Sequential cells grouped by signal name:
Scale bar: 50 um.
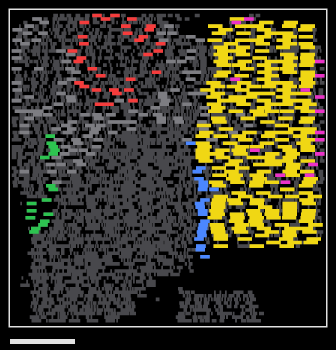
The clock network:
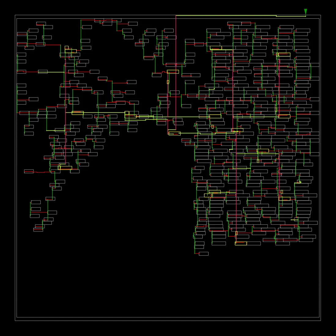
Clock network drawn from the DEF:
Scale bar: 50 um.
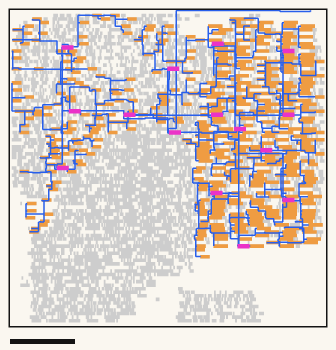
A small window of the routed layout:
Region (167, 46) to (197, 76) um. Cells in grey, sequential cells in the stronger grey; small squares are vias.
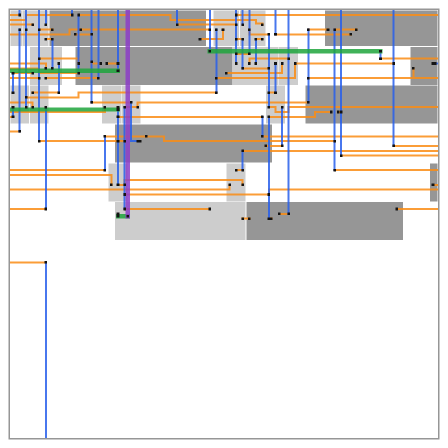
[src/rtl/adc_fe_pkg.sv]
// Shared constants for the ADC front end: register map, gain unity,
// saturation limits, STATUS layout, and the Q4.12 rescale/saturate helper.
package adc_fe_pkg;

    localparam logic [31:0] DEF_BASE_ADDR = 32'hFE000140;

    localparam logic [31:0] REG_CONTROL = 32'h00;
    localparam logic [31:0] REG_OFFSET  = 32'h04;
    localparam logic [31:0] REG_GAIN    = 32'h08;
    localparam logic [31:0] REG_GAP     = 32'h0C;
    localparam logic [31:0] REG_STATUS  = 32'h10;
    localparam logic [31:0] REG_DROPCNT = 32'h14;
    localparam logic [31:0] REG_SATCNT  = 32'h18;

    localparam int CTRL_EN_BIT  = 0;
    localparam int CTRL_CLR_BIT = 1;

    localparam int STATUS_OVF_BIT   = 16;
    localparam int STATUS_EMPTY_BIT = 17;
    localparam int STATUS_FULL_BIT  = 18;

    localparam logic [15:0] GAIN_ONE = 16'h1000;

    localparam logic signed [15:0] S16_MAX = 16'sh7FFF;
    localparam logic signed [15:0] S16_MIN = 16'sh8000;

    // Drop the 12 fractional gain bits (floor) and clip to int16.
    // Returns {saturated, sample}.
    function automatic logic [16:0] sat_q12(input logic signed [33:0] p);
        logic signed [33:0] q;
        q = p >>> 12;
        if (q > 34'sd32767)       return {1'b1, S16_MAX};
        else if (q < -34'sd32768) return {1'b1, S16_MIN};
        return {1'b0, q[15:0]};
    endfunction

endpackage

[src/rtl/adc_sample_fifo.sv]
// Synchronous sample FIFO with registered read data. A push while full is
// only taken when a pop frees a slot in the same cycle. Flush empties the
// queue but leaves dout alone so the last popped sample stays visible.
module adc_sample_fifo #(
    parameter int DEPTH = 16,
    parameter int WIDTH = 16
) (
    input  logic                     clk,
    input  logic                     rst,
    input  logic                     flush,
    input  logic                     push,
    input  logic                     pop,
    input  logic [WIDTH-1:0]         din,
    output logic [WIDTH-1:0]         dout,
    output logic [$clog2(DEPTH):0]   level,
    output logic                     full,
    output logic                     empty
);
    localparam int AW = $clog2(DEPTH);

    logic [WIDTH-1:0] mem [DEPTH];
    logic [AW-1:0]    wr_ptr, rd_ptr;
    logic             do_push, do_pop;

    assign full    = (level == (AW+1)'(DEPTH));
    assign empty   = (level == '0);
    assign do_pop  = pop && !empty;
    assign do_push = push && (!full || do_pop) && !flush;

    // storage write
    always_ff @(posedge clk) begin
        if (do_push && !rst) mem[wr_ptr] <= din;
    end

    // pointers and occupancy
    always_ff @(posedge clk) begin
        if (rst || flush) begin
            wr_ptr <= '0;
            rd_ptr <= '0;
            level  <= '0;
        end else begin
            if (do_push) wr_ptr <= wr_ptr + AW'(1);
            if (do_pop)  rd_ptr <= rd_ptr + AW'(1);
            level <= level + (AW+1)'(do_push) - (AW+1)'(do_pop);
        end
    end

    // registered read port, holds between pops
    always_ff @(posedge clk) begin
        if (rst)         dout <= '0;
        else if (do_pop) dout <= mem[rd_ptr];
    end

endmodule

[src/rtl/adc_front_end.sv]
// ADC conditioning front end: offset removal, Q4.12 gain with int16
// saturation, sample FIFO, and a rate-limited ADC/PushADC output stream.
// Configured through the shared 32-bit register bus.
module adc_front_end
    import adc_fe_pkg::*;
#(
    parameter int          FIFO_DEPTH = 16,
    parameter logic [31:0] BASE_ADDR  = DEF_BASE_ADDR
) (
    input  logic        clk,
    input  logic        rst,
    input  logic [31:0] addr,
    input  logic [31:0] Wdata,
    input  logic        write,
    input  logic        read,
    output logic [31:0] Rdata,
    input  logic [15:0] raw_sample,
    input  logic        raw_valid,
    output logic [15:0] ADC,
    output logic        PushADC,
    output logic        Overflow
);
    localparam int LVL_W = $clog2(FIFO_DEPTH) + 1;

    // register bus decode
    logic [31:0] reg_off;
    logic        wr_ctrl, wr_offset, wr_gain, wr_gap, wr_status;

    assign reg_off   = addr - BASE_ADDR;
    assign wr_ctrl   = write && (reg_off == REG_CONTROL);
    assign wr_offset = write && (reg_off == REG_OFFSET);
    assign wr_gain   = write && (reg_off == REG_GAIN);
    assign wr_gap    = write && (reg_off == REG_GAP);
    assign wr_status = write && (reg_off == REG_STATUS);

    logic        enable;
    logic [15:0] offset_r, gain_r, gap_r;
    logic        ovf;
    logic [31:0] drop_cnt, sat_cnt;
    logic        clr, dis;

    assign clr = wr_ctrl && Wdata[CTRL_CLR_BIT];
    // The edge that turns enable off also flushes; nothing may enter or
    // leave the FIFO on that edge.
    assign dis = enable && wr_ctrl && !Wdata[CTRL_EN_BIT];

    // datapath pipeline
    logic [2:1]         vld_pipe;
    logic signed [16:0] s1_d;
    logic signed [33:0] s2_p;
    logic [16:0]        s3_res;
    logic               s3_vld, s3_sat;
    logic [15:0]        s3_q;

    // valids: raw_valid ignored while disabled, cleared on disable
    always_ff @(posedge clk) begin
        if (rst || !enable || dis) vld_pipe <= '0;
        else                       vld_pipe <= {vld_pipe[1], raw_valid};
    end

    // S1 offset removal, S2 gain; each stage uses the register value current at entry
    always_ff @(posedge clk) begin
        s1_d <= {raw_sample[15], raw_sample} - {offset_r[15], offset_r};
        s2_p <= 34'(s1_d) * 34'($signed({1'b0, gain_r}));
    end

    assign s3_res = sat_q12(s2_p);
    assign s3_sat = s3_res[16];
    assign s3_q   = s3_res[15:0];
    assign s3_vld = vld_pipe[2] && enable && !dis;

    // FIFO and output scheduler
    logic [LVL_W-1:0] level;
    logic             full, empty, pop, drop;
    logic [15:0]      gap_cnt;

    assign pop  = enable && !dis && !empty && (gap_cnt == '0);
    assign drop = s3_vld && full && !pop;

    adc_sample_fifo #(
        .DEPTH(FIFO_DEPTH),
        .WIDTH(16)
    ) u_fifo (
        .clk  (clk),
        .rst  (rst),
        .flush(dis),
        .push (s3_vld),
        .pop  (pop),
        .din  (s3_q),
        .dout (ADC),
        .level(level),
        .full (full),
        .empty(empty)
    );

    // minimum spacing between pushes; reloaded on every pop
    always_ff @(posedge clk) begin
        if (rst)                  gap_cnt <= '0;
        else if (pop)             gap_cnt <= gap_r;
        else if (gap_cnt != '0)   gap_cnt <= gap_cnt - 16'd1;
    end

    // one-cycle strobe alongside the freshly registered ADC value
    always_ff @(posedge clk) begin
        if (rst) PushADC <= 1'b0;
        else     PushADC <= pop;
    end

    // configuration registers and counters; clear beats any same-cycle event
    always_ff @(posedge clk) begin
        if (rst) begin
            enable   <= 1'b0;
            offset_r <= '0;
            gain_r   <= GAIN_ONE;
            gap_r    <= '0;
            ovf      <= 1'b0;
            drop_cnt <= '0;
            sat_cnt  <= '0;
        end else begin
            if (wr_ctrl)   enable   <= Wdata[CTRL_EN_BIT];
            if (wr_offset) offset_r <= Wdata[15:0];
            if (wr_gain)   gain_r   <= Wdata[15:0];
            if (wr_gap)    gap_r    <= Wdata[15:0];
            if (clr) begin
                ovf      <= 1'b0;
                drop_cnt <= '0;
                sat_cnt  <= '0;
            end else begin
                if (drop)                                ovf <= 1'b1;
                else if (wr_status && Wdata[STATUS_OVF_BIT]) ovf <= 1'b0;
                if (drop && drop_cnt != '1) drop_cnt <= drop_cnt + 32'd1;
                if (s3_vld && s3_sat)       sat_cnt  <= sat_cnt + 32'd1;
            end
        end
    end

    assign Overflow = ovf;

    // read mux, no side effects
    always_comb begin
        Rdata = '0;
        if (read && !rst) begin
            case (reg_off)
                REG_CONTROL: Rdata[CTRL_EN_BIT] = enable;
                REG_OFFSET:  Rdata[15:0] = offset_r;
                REG_GAIN:    Rdata[15:0] = gain_r;
                REG_GAP:     Rdata[15:0] = gap_r;
                REG_STATUS: begin
                    Rdata[7:0]              = 8'(level);
                    Rdata[STATUS_OVF_BIT]   = ovf;
                    Rdata[STATUS_EMPTY_BIT] = empty;
                    Rdata[STATUS_FULL_BIT]  = full;
                end
                REG_DROPCNT: Rdata = drop_cnt;
                REG_SATCNT:  Rdata = sat_cnt;
                default:     Rdata = '0;
            endcase
        end
    end

    logic unused_bits;
    assign unused_bits = ^{Wdata[31:17]};

endmodule

[config.mk]
export PLATFORM = sky130hd
export DESIGN_NAME = adc_front_end
export DESIGN_NICKNAME = d
export VERILOG_FILES = /design/src/rtl/adc_fe_pkg.sv /design/src/rtl/adc_sample_fifo.sv /design/src/rtl/adc_front_end.sv
export SDC_FILE = /design/constraint.sdc
export NUM_CORES = 1
export LEC_CHECK = 0
export ABC_AREA = 1
export CAP_MARGIN = 15
export CORE_UTILIZATION = 55
export CTS_CLUSTER_DIAMETER = 120
export CTS_CLUSTER_SIZE = 40
export DETAILED_ROUTE_END_ITERATION = 16
export PLACE_DENSITY = 0.73
export SYNTH_ARGS = -nofsm -noshare
export SYNTH_HDL_FRONTEND = slang
export SYNTH_SLANG_ARGS = --single-unit
[constraint.sdc]
create_clock -name clk -period 6.9 [get_ports clk]
set_clock_uncertainty 0.05 [all_clocks]
set_input_delay 0.69 -clock clk [delete_from_list [all_inputs] [get_ports clk]]
set_output_delay 0.69 -clock clk [all_outputs]
set_load 0.01 [all_outputs]
==> results.py <==
# Synthesis and PnR figures
metrics = {
    "cts": {
        "numCtsBuffers": 15,
        "hold_buffers": 0,
        "clock_latency_ns": 0.56,
        "post_cts_buffers": 0,
        "htree_levels": 1,
        "clkTransAtPathRegs_ns": 0.16,
        "clock_path_buffers": 3,
        "root_buffer": "clkbuf_16",
        "cts_tree": "yes",
    },
    "yosys": {
        "ys_sh_aoi_pct": 9.51,
        "xor_share_pct": 3.23,
        "yosys_area_um2": 31700,
        "ys.flops": 457,
        "syn_avg_cell_area_um2": 8.54,
        "yosysCellCount": 3716,
        "synth_cells": 3716,
        "ys_sh_simple_pct": 18.0,
        "ys_top_logic_family": "adder cells",
        "fp_nets": 4195,
    },
    "floorplan": {
        "die_x_um": 242,
        "io_pins": 135,
        "fp_util_pct": 55.9,
    },
    "grt": {
        "globalRouteTotalUtil_pct": 27.6,
        "grt_first_pass_wirelength_um": 129000,
        "antenna_found_initial": 0,
    },
    "cells_and_area": {
        "nNetsFinal": 4225,
        "fillers": 4946,
        "regMostFlops": "u_fifo.mem",
        "area_growth_pct": 7.50,
        "inverters": 671,
        "clkbuf_count": 22,
        "layout-drive-gt1-share_pct": 3.46,
        "logic_gates": 2416,
        "largest_reg_flops": 256,
        "fin_area_um2": 34100,
        "top_regs": "u_fifo.mem x256, drop_cnt x32, sat_cnt x32",
    },
    "worst_setup_path": {
        "crit_path_frequent_cell": "nand2_1",
        "worstPathRequired_ns": 7.33,
        "crit_family": "adder cells",
        "path_buffers": 7,
        "r2r_setup_slack_ns": 0.73,
        "startpoint_type": "flip-flop",
        "crit_end": "s2_p[28]",
        "r2r-start": "s1_d[6]",
        "cp-end-kind": "flip-flop",
        "crit_start": "s1_d[6]",
    },
    "detailed_routing": {
        "wl_met2_um": 38500,
        "dr_wl_met3_um": 5600,
        "wl_met1_um": 34800,
        "finalWirelength_um": 80700,
    },
    "final_timing": {
        "slew_viol_final": 0,
        "setup-tns-final_ns": 0,
        "layout_setup_ws_ns": 0.729,
        "hold_slack_ns": 0.414,
        "rsz0062_at_grt": "false",
        "max_clock_freq_mhz": 162,
        "fin_crit_sh_pct": 89.4,
    },
    "power_and_ir_drop": {
        "comb_power_share_pct": 14.3,
        "p_comb_mw": 0.714,
        "swShare_pct": 26.9,
        "powerDensity_nw_per_um2": 147,
        "p_switching_mw": 1.34,
        "internal_power_mw": 3.66,
    },
    "outcome": {
        "run_status": "finished clean",
    },
    "place": {
        "portBuffers": 119,
        "place_ws_ns": 0.700,
    },
    "worst_hold_path": {
        "hold_path.class": "reg -> reg",
        "min_delay_path_depth": 1,
    },
}
Notes on 'sequential cells grouped by signal name' above:
| name in the netlist | colour | sequential cells |
|---|---|---|
| s1_d | green | 17 |
| u_fifo.mem | yellow | 256 |
| s2_p | blue | 22 |
| u_fifo.dout | magenta | 16 |
| drop_cnt | red | 32 |
not coloured: 114
flop share of the area: 34.3%
Final Core Density: 60.1%

Notes on 'the clock network' above:
clk pwr: 1.24 mW
sequential cells: 457

Notes on 'clock network drawn from the DEF' above:
[clock wires] blue | length: 4500 um
[clock drivers] magenta | count: 15
[flip-flops] orange | count: 457
routed clock nets: 16

Notes on 'a small window of the routed layout' above:
| layer | colour |
|---|---|
| metal 2 | blue |
| metal 1 | orange |
| metal 3 | green |
| metal 4 | purple |
cells with their middle in the window: 21
sequential cells in the window: 6
netlist names of flops here include: u_fifo.mem (6)
most frequent: edfxtp_1 (6), nor2_1 (5)

Power and IR drop assume default switching activity.
